$ cat src/rtl/hazard_pkg.sv
// ---------------------------------------------------------------------------
// hazard_pkg
// Shared definitions for the pipeline stall/flush sequencer:
//   - hz_state_t   : sequencer state encoding (RUN/LDSTALL/MDWAIT/HALT)
//   - pipe_ctrl_t  : bundle of pipeline-register write-enable/clear controls
//   - ctrl_*()     : canned control patterns used by the sequencer
//   - REG_AW_DEFAULT, LDCNT_W : default register-address width, stall
//                               counter width
// No ports (package).
// ---------------------------------------------------------------------------
package hazard_pkg;

  localparam int REG_AW_DEFAULT = 5;
  localparam int LDCNT_W        = 4;

  typedef enum logic [1:0] {
    RUN     = 2'd0,
    LDSTALL = 2'd1,
    MDWAIT  = 2'd2,
    HALT    = 2'd3
  } hz_state_t;

  typedef struct packed {
    logic pc_wen;
    logic if_id_wen;
    logic if_id_clear;
    logic id_ex_wen;
    logic id_ex_clear;
    logic ex_mem_wen;
    logic ex_mem_clear;
    logic mem_wb_wen;
  } pipe_ctrl_t;

  // Free-running pipeline: every register loads, nothing is cleared.
  function automatic pipe_ctrl_t ctrl_run();
    pipe_ctrl_t c;
    c.pc_wen       = 1'b1;
    c.if_id_wen    = 1'b1;
    c.if_id_clear  = 1'b0;
    c.id_ex_wen    = 1'b1;
    c.id_ex_clear  = 1'b0;
    c.ex_mem_wen   = 1'b1;
    c.ex_mem_clear = 1'b0;
    c.mem_wb_wen   = 1'b1;
    return c;
  endfunction

  // Held in reset: nothing loads, every clearable register is cleared.
  function automatic pipe_ctrl_t ctrl_reset();
    pipe_ctrl_t c;
    c.pc_wen       = 1'b0;
    c.if_id_wen    = 1'b0;
    c.if_id_clear  = 1'b1;
    c.id_ex_wen    = 1'b0;
    c.id_ex_clear  = 1'b1;
    c.ex_mem_wen   = 1'b0;
    c.ex_mem_clear = 1'b1;
    c.mem_wb_wen   = 1'b0;
    return c;
  endfunction

  // Load-use bubble: PC and IF_ID hold, a NOP is injected into ID_EX.
  function automatic pipe_ctrl_t ctrl_bubble();
    pipe_ctrl_t c;
    c              = ctrl_run();
    c.pc_wen       = 1'b0;
    c.if_id_wen    = 1'b0;
    c.id_ex_clear  = 1'b1;
    return c;
  endfunction

  // Front-end freeze: the instruction in EX is held, nothing follows it
  // into MEM, older instructions in MEM/WB keep draining.
  function automatic pipe_ctrl_t ctrl_freeze();
    pipe_ctrl_t c;
    c              = ctrl_run();
    c.pc_wen       = 1'b0;
    c.if_id_wen    = 1'b0;
    c.id_ex_wen    = 1'b0;
    c.ex_mem_clear = 1'b1;
    return c;
  endfunction

endpackage

$ cat src/rtl/hazard_detect.sv
// ---------------------------------------------------------------------------
// hazard_detect
// Purely combinational load-use hazard check: the instruction in EX is a
// load writing a non-zero register that the instruction in ID reads.
// Ports:
//   id_rs1, id_rs2         : source register addresses in ID
//   id_use_rs1, id_use_rs2 : ID instruction actually reads that source
//   ex_rd                  : destination register of the EX instruction
//   ex_rfwe, ex_dmrd       : EX writes the register file / EX is a load
//   haz                    : load-use hazard present
// ---------------------------------------------------------------------------
module hazard_detect
  import hazard_pkg::*;
#(
  parameter int REG_AW = REG_AW_DEFAULT
) (
  input  logic [REG_AW-1:0] id_rs1,
  input  logic [REG_AW-1:0] id_rs2,
  input  logic              id_use_rs1,
  input  logic              id_use_rs2,
  input  logic [REG_AW-1:0] ex_rd,
  input  logic              ex_rfwe,
  input  logic              ex_dmrd,
  output logic              haz
);

  logic rs1_match;
  logic rs2_match;

  // x0 is hard-wired to zero, so a load targeting it never creates a
  // dependency and must not stall the pipeline.
  always_comb begin
    rs1_match = id_use_rs1 && (id_rs1 == ex_rd);
    rs2_match = id_use_rs2 && (id_rs2 == ex_rd);
    haz       = ex_dmrd && ex_rfwe && (ex_rd != '0) && (rs1_match || rs2_match);
  end

endmodule

$ cat src/rtl/hazard_sequencer.sv
// ---------------------------------------------------------------------------
// hazard_sequencer
// Central stall/flush sequencer for the 5-stage pipeline. Drives the
// write-enable/clear pins of the PC, IF_ID, ID_EX, EX_MEM and MEM_WB
// registers. Handles load-use bubbles (optionally multi-cycle), taken
// branch flushes, multi-cycle MDU waits and ebreak halt/resume.
// Outputs are combinational from state and inputs (Mealy).
//
// Ports:
//   clk, rst                 : clock, asynchronous active-high reset
//   id_rs1/id_rs2            : ID source addresses
//   id_use_rs1/id_use_rs2    : ID reads that source
//   ex_rd/ex_rfwe/ex_dmrd    : EX destination, regfile write, load
//   ex_br_taken              : EX redirects the PC
//   ex_mdu_start, mdu_done   : multi-cycle MDU op pending / result ready
//   ex_ebreak, resume        : halt request / debug resume pulse
//   pc_wen ... mem_wb_wen    : pipeline register controls (clear wins)
//   halted                   : core parked by ebreak
//   perf_*                   : performance counters (optional)
//
// Optional feature: define HAZARD_PERF_CNT_EN to add the CNT_W-bit
// counters perf_ld_stall, perf_flush, perf_mdu_stall, perf_halt_cyc.
// ---------------------------------------------------------------------------
module hazard_sequencer
  import hazard_pkg::*;
#(
  parameter int REG_AW            = REG_AW_DEFAULT,
  parameter int LOAD_STALL_CYCLES = 1,
  parameter int CNT_W             = 32
) (
  input  logic              clk,
  input  logic              rst,
  input  logic [REG_AW-1:0] id_rs1,
  input  logic [REG_AW-1:0] id_rs2,
  input  logic              id_use_rs1,
  input  logic              id_use_rs2,
  input  logic [REG_AW-1:0] ex_rd,
  input  logic              ex_rfwe,
  input  logic              ex_dmrd,
  input  logic              ex_br_taken,
  input  logic              ex_mdu_start,
  input  logic              mdu_done,
  input  logic              ex_ebreak,
  input  logic              resume,
  output logic              pc_wen,
  output logic              if_id_wen,
  output logic              if_id_clear,
  output logic              id_ex_wen,
  output logic              id_ex_clear,
  output logic              ex_mem_wen,
  output logic              ex_mem_clear,
  output logic              mem_wb_wen,
  output logic              halted
`ifdef HAZARD_PERF_CNT_EN
  ,
  output logic [CNT_W-1:0]  perf_ld_stall,
  output logic [CNT_W-1:0]  perf_flush,
  output logic [CNT_W-1:0]  perf_mdu_stall,
  output logic [CNT_W-1:0]  perf_halt_cyc
`endif
);

  // The stall counter is 4 bits wide, so the bubble count is capped at 15.
  if (LOAD_STALL_CYCLES < 1 || LOAD_STALL_CYCLES > 15) begin : g_bad_ld_stall
    $error("hazard_sequencer: LOAD_STALL_CYCLES must be in 1..15");
  end
  if (CNT_W < 1) begin : g_bad_cnt_w
    $error("hazard_sequencer: CNT_W must be at least 1");
  end

  localparam logic [LDCNT_W-1:0] LD_RELOAD = LDCNT_W'(LOAD_STALL_CYCLES - 1);

  hz_state_t          state;
  hz_state_t          state_nx;
  logic [LDCNT_W-1:0] ldcnt;
  logic [LDCNT_W-1:0] ldcnt_nx;
  logic               haz;
  logic               mdu_stall_req;
  pipe_ctrl_t         ctrl;

  // Load-use detection is shared with the forwarding unit, hence its own
  // module.
  hazard_detect #(
    .REG_AW(REG_AW)
  ) u_detect (
    .id_rs1    (id_rs1),
    .id_rs2    (id_rs2),
    .id_use_rs1(id_use_rs1),
    .id_use_rs2(id_use_rs2),
    .ex_rd     (ex_rd),
    .ex_rfwe   (ex_rfwe),
    .ex_dmrd   (ex_dmrd),
    .haz       (haz)
  );

  // An MDU op whose result arrives in the same cycle it reaches EX needs
  // no wait at all.
  assign mdu_stall_req = ex_mdu_start && !mdu_done;

  // State register and remaining-bubble counter. Reset aborts any stall or
  // halt immediately.
  always_ff @(posedge clk or posedge rst) begin
    if (rst) begin
      state <= RUN;
      ldcnt <= '0;
    end else begin
      state <= state_nx;
      ldcnt <= ldcnt_nx;
    end
  end

  // Next-state and output decode. In RUN the events are ranked
  // ebreak > mdu > branch > load-use: a taken branch makes the ID
  // instruction wrong-path, so a hazard it raises is meaningless. While in
  // LDSTALL the ID/EX inputs are not looked at, since EX holds a bubble.
  // Reset overrides the decoded controls last so it takes effect without
  // waiting for a clock edge.
  always_comb begin
    state_nx = state;
    ldcnt_nx = ldcnt;
    ctrl     = ctrl_run();

    unique case (state)
      RUN: begin
        if (ex_ebreak) begin
          ctrl     = ctrl_freeze();
          state_nx = HALT;
        end else if (mdu_stall_req) begin
          ctrl     = ctrl_freeze();
          state_nx = MDWAIT;
        end else if (ex_br_taken) begin
          ctrl.if_id_clear = 1'b1;
          ctrl.id_ex_clear = 1'b1;
        end else if (haz) begin
          ctrl = ctrl_bubble();
          if (LOAD_STALL_CYCLES > 1) begin
            state_nx = LDSTALL;
            ldcnt_nx = LD_RELOAD;
          end
        end
      end

      LDSTALL: begin
        ctrl     = ctrl_bubble();
        ldcnt_nx = ldcnt - 1'b1;
        if (ldcnt == LDCNT_W'(1)) begin
          state_nx = RUN;
        end
      end

      MDWAIT: begin
        if (mdu_done) begin
          state_nx = RUN;
        end else begin
          ctrl = ctrl_freeze();
        end
      end

      HALT: begin
        ctrl            = ctrl_freeze();
        ctrl.ex_mem_wen = 1'b0;
        if (resume) begin
          ctrl.id_ex_clear = 1'b1;
          state_nx         = RUN;
        end
      end

      default: begin
        state_nx = RUN;
      end
    endcase

    if (rst) begin
      ctrl = ctrl_reset();
    end
  end

  assign pc_wen       = ctrl.pc_wen;
  assign if_id_wen    = ctrl.if_id_wen;
  assign if_id_clear  = ctrl.if_id_clear;
  assign id_ex_wen    = ctrl.id_ex_wen;
  assign id_ex_clear  = ctrl.id_ex_clear;
  assign ex_mem_wen   = ctrl.ex_mem_wen;
  assign ex_mem_clear = ctrl.ex_mem_clear;
  assign mem_wb_wen   = ctrl.mem_wb_wen;
  assign halted       = (state == HALT) && !rst;

`ifdef HAZARD_PERF_CNT_EN
  logic ld_bubble;
  logic flush_evt;

  // A flush only counts when the branch actually won the RUN priority; a
  // load bubble is every RUN hazard cycle plus every LDSTALL cycle.
  assign flush_evt = (state == RUN) && !ex_ebreak && !mdu_stall_req && ex_br_taken;
  assign ld_bubble = (state == LDSTALL) ||
                     ((state == RUN) && !ex_ebreak && !mdu_stall_req && !ex_br_taken && haz);

  // Free-running event counters, wrapping naturally at 2^CNT_W.
  always_ff @(posedge clk or posedge rst) begin
    if (rst) begin
      perf_ld_stall  <= '0;
      perf_flush     <= '0;
      perf_mdu_stall <= '0;
      perf_halt_cyc  <= '0;
    end else begin
      perf_ld_stall  <= perf_ld_stall  + CNT_W'(ld_bubble);
      perf_flush     <= perf_flush     + CNT_W'(flush_evt);
      perf_mdu_stall <= perf_mdu_stall + CNT_W'(state == MDWAIT);
      perf_halt_cyc  <= perf_halt_cyc  + CNT_W'(state == HALT);
    end
  end
`endif

endmodule

$ cat config.mk
export PLATFORM = sky130hd
export DESIGN_NAME = hazard_sequencer
export DESIGN_NICKNAME = d
export VERILOG_FILES = /design/src/rtl/hazard_pkg.sv /design/src/rtl/hazard_detect.sv /design/src/rtl/hazard_sequencer.sv
export SDC_FILE = /design/constraint.sdc
export NUM_CORES = 1
export LEC_CHECK = 0
export CAP_MARGIN = 10
export CORE_MARGIN = 5
export CORE_UTILIZATION = 40
export CTS_CLUSTER_DIAMETER = 30
export DETAILED_ROUTE_END_ITERATION = 10
export PLACE_DENSITY = 0.82
export SLEW_MARGIN = 5
export SYNTH_ARGS = -nofsm -noshare
export SYNTH_HDL_FRONTEND = slang
export SYNTH_HIERARCHICAL = 1
export SYNTH_SLANG_ARGS = --single-unit
$ cat constraint.sdc
create_clock -name clk -period 3.52 [get_ports clk]
set_clock_uncertainty 0.1 [all_clocks]
set_input_delay 0.528 -clock clk [delete_from_list [all_inputs] [get_ports clk]]
set_output_delay 0.528 -clock clk [all_outputs]
set_load 0.02 [all_outputs]
==> notes.md, run 1 <==
From the run reports.

- The number of distinct library cells after synthesis is 33.
- The repair_antennas step left the layout with diodes totalling 0.
- The source of the worst hold timing path reads ldcnt[3].
- Max fanout on the critical path was recorded as 2.
- The via count of the first global-routing pass is 600.
- The synthesized netlist net count is 91.
- The TritonCTS buffer count is 3.
- The most used standard cell by instance count after synthesis is xor2_1.
- The detailed placer's ending HPWL is 1.44 mm.
- The clock sink count is 6.
- The area growth from synthesis to layout is 65.2%.
- Before any placement, the netlist area is recorded as 604 um^2.
- The final antenna-violating net count reads 0.
- After synthesis, the cell types taking the most area are dfrtp_1 25%, xor2_1 13%, xnor2_1 5.8%, ha_1 4.1%, nor4_4 3.5%.
- Each instance of the synthesized netlist takes up on average 9.59 um^2.
- The class of the tightest hold or removal check is flip-flop to flip-flop.
- The largest net degree at the start of global routing is 15.
- The depth of the worst hold-timing path reads 1.
- The reported leakage power is 0.421 nW.
- The logs give a warning total of 27.
- For the worst setup path, the data required time is 2.89 ns.
- The max-slew violation count reads 0.
- The number of antenna violations at the first check in global routing reads 0.
- The yosys synthesis chip area is 604 um^2.
- The number of top-level pins reads 35.
- The remaining design rule violation count is 0.
- The maximum root-to-sink buffer count reads 2.
- The post-synth count of flops with an enable pin is 0.
- The global-route wire length before repair is 2.71 mm.
- Recorded from the global router log, the overflow total was 0.
- The synthesis log from Yosys contains 6 warnings.
- In the finished design, the share of the clock period the worst path needs comes to 96.8%.
- Looking at area per cell type in the netlist, the leader is dfrtp_1.
- The proportion of register bits with asynchronous set or reset after synthesis is 100%.
- The routability-driven placement congestion ratio is 0.798.
- The fraction of layout instances using a drive strength above 1 is 14.0%.
- The run finished with clean final reports.
- The startpoint of the most critical setup path reads ex_rd[2].
- The worst flop-to-flop path endpoint reads ldcnt[3].
- The final route contains 592 vias.
- The starting density of the core reads 41.1%.
- The commonest cells after synthesis are 9 x xor2_1, 6 x dfrtp_1, 4 x inv_1, 4 x xnor2_1.
- Per the skew report, the later register of the worst-skew pair sees a clock latency of 0.24 ns.
- The instance tally after logic synthesis is 63.
- The post-synthesis sequential area ratio is 24.8%.
- The flow reports an fmax of 0.293 GHz.
- The clock root buffer reads clkbuf_4.
==> run 1: final cells by class <==
class | instances | area (um^2)
clock buffer | 3 | 22.5
fill | 117 | 473
inverter | 4 | 15.0
multi-input combinational | 50 | 425
sequential | 6 | 150
tap | 16 | 20.0
timing repair buffer | 37 | 365
==> run 1: logic make-up (layout without fill, tap and decap cells) <==
| family | count (synthesis) | in the layout | synth area share, % |
|---|---|---|---|
| buf+inv | 7 | 44 | 5.79 |
| flops | 6 | 6 | 24.8 |
| fa+ha+maj | 2 | 2 | 4.14 |
| xor+xnor | 13 | 13 | 18.8 |
| mux | 1 | 1 | 1.66 |
| compound gates | 13 | 13 | 17.6 |
| simple gates | 21 | 21 | 27.1 |
==> run 1: critical path, stage by stage <==
cell and delay, ns:
clkdlybuf4s50_1 0.42, buf_4 0.15, xor2_1 0.15, nor4_1 0.29, nand3_1 0.13, a21oi_1 0.22, a21oi_1 0.10, o221a_1 0.25
clkdlybuf4s50_1 0.55
==> run 1: state kept, by name, summed over array words and instances (netlist names) <==
register	flops
ldcnt	4
state	2
==> run 1: stage by stage <==
step                      hold slack [ns]  std cells  power (mW)  instance area (um^2)  setup slack, ns
after global routing                0.407        116       0.557                   998           0.0160
after floorplan                     0.292         63       0.351                   604             1.01
after global placement              0.353        113       0.444                   967            0.133
final                               0.361        116       0.515                   998            0.112
after detailed placement            0.360        113       0.454                   967           0.0468
after CTS                           0.368        116       0.522                   990           0.0413
==> run 1: power by group <==
part           switching (mW)  total [mW]  internal [mW]  leakage (nW)
clock network          0.0247      0.0633         0.0386        0.0138
registers              0.0730       0.179          0.106        0.0716
logic                   0.120       0.273          0.153         0.335
total                   0.217       0.515          0.298         0.421
==> run 1: cell usage in the layout, fill, tap and decap left out, drive strengths merged, types with 2 or more instances in the layout <==
| cell | netlist | layout |
|---|---|---|
| clkdlybuf4s50 | 0 | 33 |
| xor2 | 9 | 9 |
| dfrtp | 6 | 6 |
| xnor2 | 4 | 4 |
| inv | 4 | 4 |
| a21oi | 4 | 4 |
| nand2b | 4 | 4 |
| nor2 | 3 | 3 |
| clkbuf | 0 | 3 |
| buf | 3 | 3 |
| nor4 | 3 | 3 |
| a21o | 2 | 2 |
| nand3b | 2 | 2 |
| ha | 2 | 2 |
| nand3 | 2 | 2 |
==> run 1: timing repair <==
| action | CTS | global route |
|---|---|---|
| resized | 0 | 2 |
| hold endpoints to repair | 0 | 0 |
| endpoints found under the setup margin | 0 | 3 |
==> run 1: how the worst max path moves through the flow <==
stage	endpoint	slack, ns	cells after the start
3_3_place_gp	id_ex_clear	0.13	7
6_report	if_id_wen	0.11	9
2_1_floorplan	pc_wen	1.01	6
5_1_grt	if_id_wen	0.02	9
4_1_cts	if_id_wen	0.04	9
3_5_place_dp	if_id_wen	0.05	9
==> run 1: per-layer routing <==
metal | up-vias | wire length (um) | GRT usage, %
li1 | 297 | - | -
met1 | 275 | 704 | 17.1
met2 | 16 | 892 | 25.0
met3 | 4 | 63 | 3.36
met4 | 0 | 31 | 4.04
met5 | - | 0 | 0
Run 1, floorplan with the power grid:
Pins as bars on the die edge. Tap cells in gray.
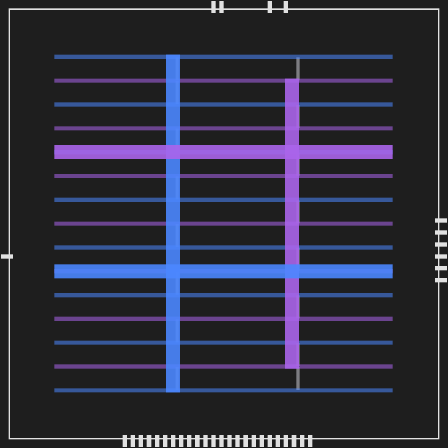
color	net
blue	VSS
purple	VDD
signal pins	35
met1 rails	15
rows	14
DIE HEIGHT: 48.9 um
Die Width: 48.9 um

Run 1, clock distribution:
Bar = 10 um.
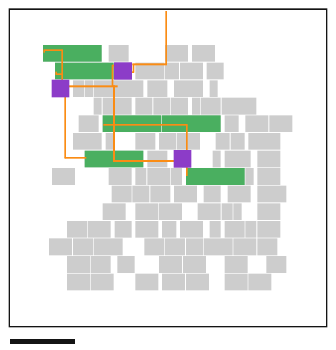
[purple] cells driving clock nets | count: 3
[orange] clock wires | length: 98.2 um
[green] flip-flops | count: 6
routed clock nets	4

Run 1, selected gate families:
Bar = 10 um.
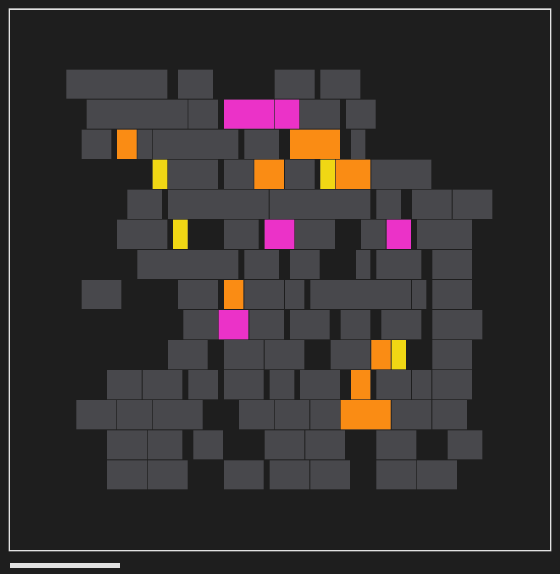
color	family	cells
orange	inverting AOI/OAI gates	8
yellow	inverters	4
magenta	AND and OR gates	5

Run 1, cell classes on the final placement:
Bar = 10 um.
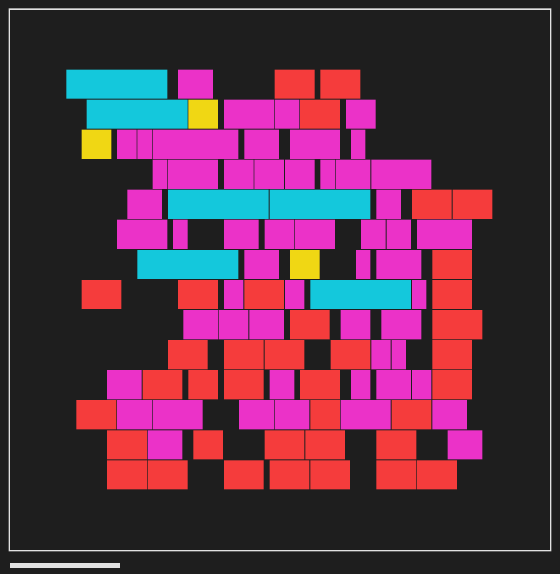
color	class	cells
red	other buffers and delay cells	37
cyan	flops	6
yellow	cells driving clock nets	3
magenta	all other logic	54
post-layout instance area: 998 um^2
core area: 1470 um^2
standard-cell row count: 14
sequential cell area share: 15.0%
final core utilization: 67.9%

Run 1, clock routing:
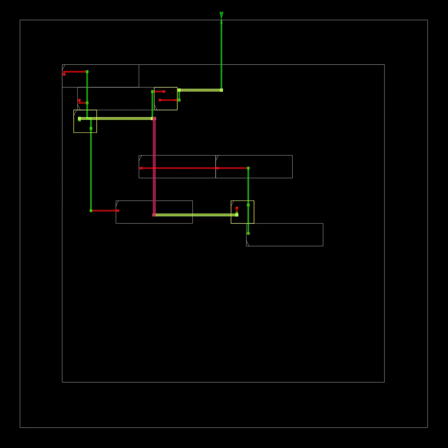

==> run 2, diff against run 1 <==
==> constraint.sdc (replaced) <==
create_clock -name clk -period 3.52 [get_ports clk]
set_clock_uncertainty 0.1 [all_clocks]
set_input_delay 0.88 -clock clk [delete_from_list [all_inputs] [get_ports clk]]
set_output_delay 0.88 -clock clk [all_outputs]
set_load 0.02 [all_outputs]
Run 2, clock routing:
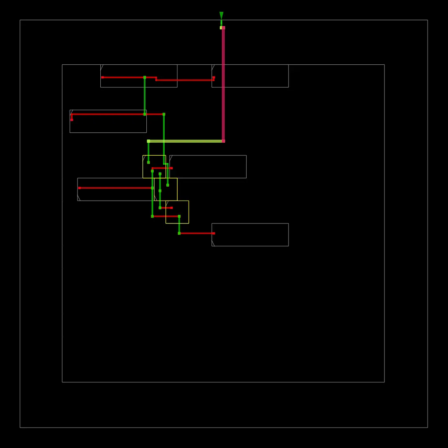
Worst-Skew Late Latency: 0.23 ns
power of the clock network: 0.0621 mW
Flops: 6

==> run 2 against run 1 <==
Against the previous run: maximum frequency shrank 1.5%; clock power decreased by 2%; area after synthesis unchanged; total power up 2.0%; count of clock-buffer cells in the layout did not move; die size did not move; worst setup slack lost 0.053 ns; largest cell class unchanged.
==> notes.md, run 2 <==
From the run reports.

- Post-route period utilization is reported as 98.3%.
- Summed over all cells, the static leakage comes to 0.514 nW.
- The utilization of the core after routing reads 72.1%.
- The DRC violation total left in the routed layout is recorded as 0.
- The count of synthesis-stage warnings from yosys is 6.
- The TritonCTS buffer count is 3.
- At the floorplan stage, the core utilization is reported as 41.1%.
- The area taken by flip-flops and latches reads 150 um^2.
- The timing report attributes the biggest portion of critical-path delay to simple AND/OR/NAND/NOR gates.
- The largest area contributor in the synthesized netlist reads dfrtp_1.
- The worst setup path endpoint reads id_ex_clear.
- After its last routability iteration, the placer logged a weighted congestion of 0.775.
- The initialized floorplan defines 14 standard-cell rows.
- The number of antenna diodes in the final layout is 0.
- The number of synthesized flops with an enable pin reads 0.
- The max-slew violation count reads 0.
- Walking the worst path, the cells encountered are dlygate4sd2_1 > or4_4 > o211ai_2 > a21oi_2 > or2_1 > a221o_1 > buf_6.
- The post-synthesis sequential area ratio is 24.8%.
- The horizontal die size reads 48.9 um.
- The proportion of register bits with asynchronous set or reset after synthesis reads 100%.
- The number of antenna violations at the first check in global routing reads 0.
- The flip-flop count of the largest register, all copies and words added is 4.
- The mapped cell area reads 604 um^2.
- The layout report lists the multi-input gate area as 465 um^2.
- The STA report counts the stages on the worst setup path as 7.
- The class of the tightest hold or removal check is flip-flop to flip-flop.
- The synthesized netlist net count reads 91.
- The largest stage delay on the critical path is 0.42 ns.
- The synthesis-to-finish area growth reads 75.6%.
- The critical path endpoint has a required time of 2.54 ns.
- The peak clock frequency supported by timing is 0.289 GHz.
- The core outline area is 1470 um^2.
- In the post-synthesis netlist, the biggest area contributors are dfrtp_1 25%, xor2_1 13%, xnor2_1 5.8%, ha_1 4.1%, nor4_4 3.5%.
- The vertical die dimension reads 48.9 um.
- The critical path contains buffers and inverters numbering 2 combined.
- The largest registers in the layout are ldcnt: 4 flops, state: 2 flops.
- The largest net degree at the start of global routing is 15.
- In the final layout, the fill cell count is 121.
- The clock root buffer is clkbuf_4.
- The final antenna-violating net count is 0.
- The standard cell with the maximum stage delay on the critical path reads or4_4.
- The yosys synthesis chip area reads 604 um^2.
- The run finished with clean final reports.
- A synthesized cell averages 9.59 um^2.
- ldcnt holds more flip-flops than any other register.
- The top cell types in the final layout, fill and taps aside, are 15 x clkdlybuf4s50_1, 7 x dlymetal6s2s_1, 6 x xor2_1, 6 x dfrtp_1.
Run 2, selected gate families:
Bar = 10 um.
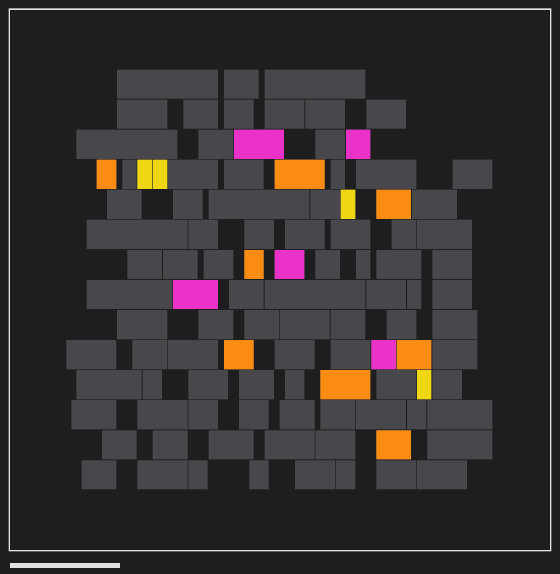
color	family	cells
magenta	AND and OR gates	5
yellow	inverters	4
orange	inverting AOI/OAI gates	8
multi-input gate share of total cell area: 43.9%
leading cell type in the layout, fill and taps excluded: clkdlybuf4s50_1
Non-Filler Instances: 119

-- run 2: cell counts after synthesis --
No cell type changed its count.
-- run 2: timing repair --
action | 4_1_cts | 5_1_grt
resized | 33 | 20
setup buffers | 0 | 0
pin swaps | 11 | 10
endpoints found under the setup margin | 5 | 4
-- run 2: how the worst min path moves through the flow --
stage	startpoint	to	slack (ns)	depth (start not counted)
floorplan	ldcnt[3]	ldcnt[3]	0.33	1
global placement	ldcnt[3]	ldcnt[3]	0.35	1
detailed placement	ldcnt[3]	ldcnt[3]	0.37	1
CTS	ldcnt[3]	ldcnt[3]	0.38	1
global route	ldcnt[3]	ldcnt[3]	0.39	1
finish	ldcnt[3]	ldcnt[3]	0.39	1
-- run 2: area by class of cell --
type                    instances  share of cell area [%]
well taps                      16                    1.89
repair buffers                 40                    36.6
flip-flops and latches          6                    14.2
multi-input cells              50                    43.9
clock buffers                   3                    2.12
inverters                       4                    1.42
-- run 2: worst reg2reg max path: stages (launching register included) --
cell and delay, ns:
dfrtp_1 0.53, nand2b_2 0.32, nor4_4 0.18, xor2_1 0.18
-- run 2: through the flow --
| stage | setup slack, ns | total power, mW | instances | TNS (ns) | hold WS, ns |
|---|---|---|---|---|---|
| floorplan | 0.301 | 0.351 | 63 | 0 | 0.334 |
| global placement | -0.576 | 0.448 | 116 | -1.66 | 0.353 |
| detailed placement | -0.666 | 0.461 | 116 | -1.90 | 0.373 |
| CTS | 0.00770 | 0.525 | 119 | 0 | 0.379 |
| global route | 0.0107 | 0.567 | 119 | 0 | 0.386 |
| finish | 0.0585 | 0.525 | 119 | 0 | 0.385 |
-- run 2: routing by layer --
metal	GRT usage (%)	vias up	share of wire, %
met1	19.1	299	40
met5	0	-	0
met2	28.9	11	56
met4	5.38	0	1.7
met3	1.53	4	2.5
li1	-	301	-
-- run 2: report_power, final --
| part | internal, mW | switching (mW) |
|---|---|---|
| Combinational | 0.152 | 0.129 |
| Sequential | 0.105 | 0.0767 |
| Clock | 0.0385 | 0.0236 |
-- run 2: logic make-up after synthesis --
logic type	after synthesis	share of synthesized area, %
multiplexers	1	1.66
AND-OR/OR-AND	13	17.6
AND/OR/NAND/NOR	21	27.1
flip-flops	6	24.8
XOR/XNOR	13	18.8
adder cells (fa/ha/maj)	2	4.14
buffers and inverters	7	5.79
Run 2, floorplan with the power grid:
Pins as bars on the die edge. Tap cells in gray.
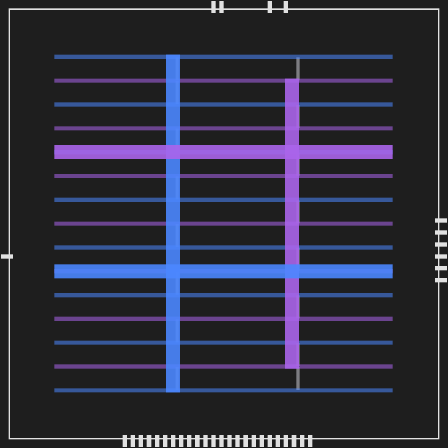

==> run 3, diff against run 2 <==
--- a/config.mk
+++ b/config.mk
@@ -7,10 +7,10 @@
 export LEC_CHECK = 0
 export CAP_MARGIN = 10
 export CORE_MARGIN = 5
-export CORE_UTILIZATION = 40
+export CORE_UTILIZATION = 37
 export CTS_CLUSTER_DIAMETER = 30
 export DETAILED_ROUTE_END_ITERATION = 10
-export PLACE_DENSITY = 0.82
+export PLACE_DENSITY = 0.77
 export SLEW_MARGIN = 5
 export SYNTH_ARGS = -nofsm -noshare
 export SYNTH_HDL_FRONTEND = slang
==> constraint.sdc (replaced) <==
create_clock -name clk -period 3.7 [get_ports clk]
set_clock_uncertainty 0.1 [all_clocks]
set_input_delay 0.925 -clock clk [delete_from_list [all_inputs] [get_ports clk]]
set_output_delay 0.925 -clock clk [all_outputs]
set_load 0.02 [all_outputs]
Run 3, floorplan with the power grid:
Pins as bars on the die edge. Tap cells in gray.
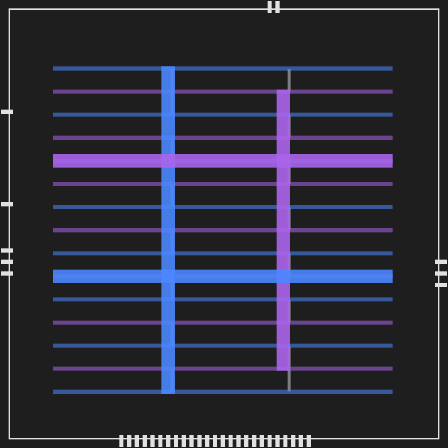
color	net
purple	VDD
blue	VSS
tap cells	16
signal pins	35
met4 straps	2
DIE HEIGHT: 50.4 um
core area: 1520 um^2
Die Width: 50.4 um
maximum vdd drop: 0.000381 V

==> run 3 against run 2 <==
Against the previous run: clock power shrank 6.8%; synthesized cell count unchanged; sequential power decreased by 5%; sequential cell count unchanged; total power fell by 5.7%; non-clock buffer count is the same; routed wire length decreased by 6.0%; die size increased by 6.4%; cell count unchanged.
==> notes.md, run 3 <==
From the run reports.

- The number of warnings in the stage logs is 27.
- The flip-flop count of the largest register, all copies and words added is 4.
- For this run the aggregate overflow at the end of global routing stands at 0.
- The library cells used most frequently in the layout, excluding fill and tap cells, are 23 x clkdlybuf4s50_1, 7 x xor2_1, 6 x dfrtp_1.
- In this run the critical path is formed by clkdlybuf4s50_1 > xor2_1 > nor4_2 > nand3_1 > a21oi_2 > or2_1 > a221o_1 > buf_6.
- The routability-driven placement congestion ratio reads 0.776.
- The peak clock frequency supported by timing reads 0.272 GHz.
- The highest fanout seen on the critical path is 3.
- The final worst setup slack reads 0.0272 ns.
- More flip-flops sit in one register than any other, and that register is ldcnt.
- The most common cell in the synthesized netlist is xor2_1.
- The utilization of the core after routing reads 70.1%.
- The number of top-level pins reads 35.
- The reported leakage power is 0.496 nW.
- The detailed placer's ending HPWL is 1.41 mm.
- The final antenna diode tally reported by the flow is 0.
- The starting density of the core reads 39.7%.
- The top layer used by detailed routing reads met4.
- The standard cell with the maximum stage delay on the critical path is clkdlybuf4s50_1.
- In this design, the stage delay of the slowest critical-path cell is 0.53 ns.
- The most common logic cell in the final layout is clkdlybuf4s50_1.
- The instance tally after logic synthesis is 63.
- The mapped cell area is 604 um^2.
- The proportion of register bits with asynchronous set or reset after synthesis reads 100%.
- The flow ran to the end, and the final reports show no timing, DRC or antenna violations.
- The synthesis-to-finish area growth reads 76.8%.
- The synthesized netlist net count is 91.
- The commonest cells after synthesis are 9 x xor2_1, 6 x dfrtp_1, 4 x inv_1, 4 x xnor2_1.
- The final-layout fill cell count reads 126.
- The chip area reads 2540 um^2.
- The max-slew violation count reads 0.
- The largest area contributor in the synthesized netlist is dfrtp_1.
- After layout, the worst path uses 99.3% of the clock period.
- Per the post-route antenna check, the number of violating nets is 0.
- The required time of the critical path reads 2.67 ns.
- Entering global routing, the biggest net connects 15 pins.
- The first global-routing pass estimated 3.01 mm of wire.
- The remaining design rule violation count reads 0.
- The pre-CTS worst setup slack reads -0.514 ns.
- The floorplan row count is 14.
- The total number of vias reads 614.
- The synthesis report lists the most area-consuming cells as dfrtp_1 25%, xor2_1 13%, xnor2_1 5.8%, ha_1 4.1%, nor4_4 3.5%.
- For the final routed database, the setup TNS stands at 0 ns.
- The source of the worst hold timing path reads ldcnt[3].
- The class of the tightest hold or removal check is flip-flop to flip-flop.
- The number of distinct library cells after synthesis reads 33.
- The detailed router reports a met3 wire length of 93 um.
- For this block, wires on met1 add up to 780 um.
- The count of synthesis-stage warnings from yosys reads 6.
- The largest registers in the layout are ldcnt: 4 flops, state: 2 flops.
Run 3, clock routing:
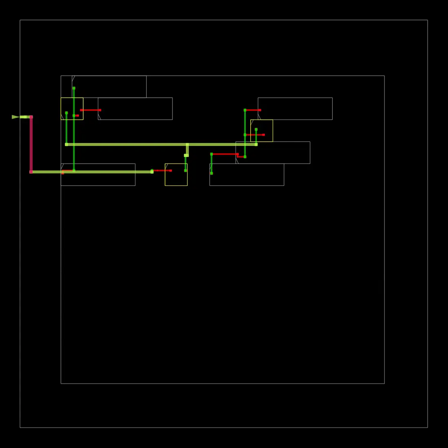
clock sink count: 6
power of the clock network: 0.0579 mW
Worst-Skew Late Latency: 0.24 ns
number of buffers created by CTS: 3
Clock Buffer Count: 3

## run 3: cell types whose count changed in the layout (fill, tap and decap cells not counted)
| cell | previous run | this run |
|---|---|---|
| clkdlybuf4s50_1 | 15 | 23 |
| clkbuf_2 | 3 | 0 |
| dlygate4sd2_1 | 5 | 2 |
| dlymetal6s2s_1 | 7 | 5 |
| buf_2 | 1 | 0 |
| buf_4 | 4 | 5 |
| buf_6 | 5 | 4 |
| clkdlybuf4s15_1 | 0 | 1 |
| xor2_1 | 6 | 7 |
| xor2_2 | 3 | 2 |
## run 3: critical path: cells and delay by family
| kind | cells | cell delay, ns |
|---|---|---|
| buffers and inverters | 2 | 0.67 |
| XOR/XNOR | 1 | 0.26 |
| AND-OR/OR-AND | 2 | 0.41 |
| AND/OR/NAND/NOR | 3 | 0.39 |
## run 3: per-stage QoR
step / area [um^2] / total power, mW / cells / hold WS, ns
global route: 1070 / 0.540 / 119 / 0.413
finish: 1070 / 0.495 / 119 / 0.370
global placement: 990 / 0.426 / 116 / 0.360
detailed placement: 990 / 0.429 / 116 / 0.359
CTS: 1010 / 0.489 / 119 / 0.368
floorplan: 604 / 0.334 / 63 / 0.334
## run 3: logic make-up (layout without fill, tap and decap cells)
group / after synthesis / in the layout / share of synthesized area, %
and+or+nand+nor: 21 / 21 / 27.1
AOI/OAI and AO/OA: 13 / 13 / 17.6
buffers and inverters: 7 / 47 / 5.79
muxes: 1 / 1 / 1.66
adders and majority gates: 2 / 2 / 4.14
DFF: 6 / 6 / 24.8
xor gates and xnor gates: 13 / 13 / 18.8
## run 3: final cells by class
| class | count | area, um^2 | area share [%] |
|---|---|---|---|
| tap | 16 | 20.0 | 1.87 |
| timing repair buffer | 40 | 403 | 37.7 |
| sequential | 6 | 150 | 14.1 |
| clock buffer | 3 | 22.5 | 2.11 |
| multi-input combinational | 50 | 458 | 42.9 |
| inverter | 4 | 15.0 | 1.41 |
## run 3: power by group
part	switching, mW	leakage [nW]	total (mW)	internal, mW
Sequential	0.0721	0.0716	0.173	0.100
Combinational	0.116	0.411	0.265	0.149
Clock	0.0213	0.0138	0.0579	0.0365
## run 3: per-layer routing
metal / GRT usage (%) / vias up
li1: - / 304
met1: 20.2 / 291
met2: 23.8 / 17
met3: 5.62 / 2
met4: 2.55 / 0
met5: 0 / -
## run 3: what timing repair did
action / 4_1_cts / 5_1_grt
endpoints found under the setup margin: 3 / 5
pin swaps: 6 / 7
resized: 20 / 15
setup buffers: 0 / 0
## run 3: worst paths after layout
check,end,depth (start not counted),slack [ns]
worst min-delay path,ldcnt[3],1,0.37
worst max register to register,ldcnt[3],3,2.37
worst min register to register,ldcnt[3],1,0.37
max in group asynchronous,ldcnt[0],3,2.24
worst max-delay path,id_ex_clear,8,0.03
min in group asynchronous,state[0],2,0.97
Power is estimated from default activity; no workload was simulated.
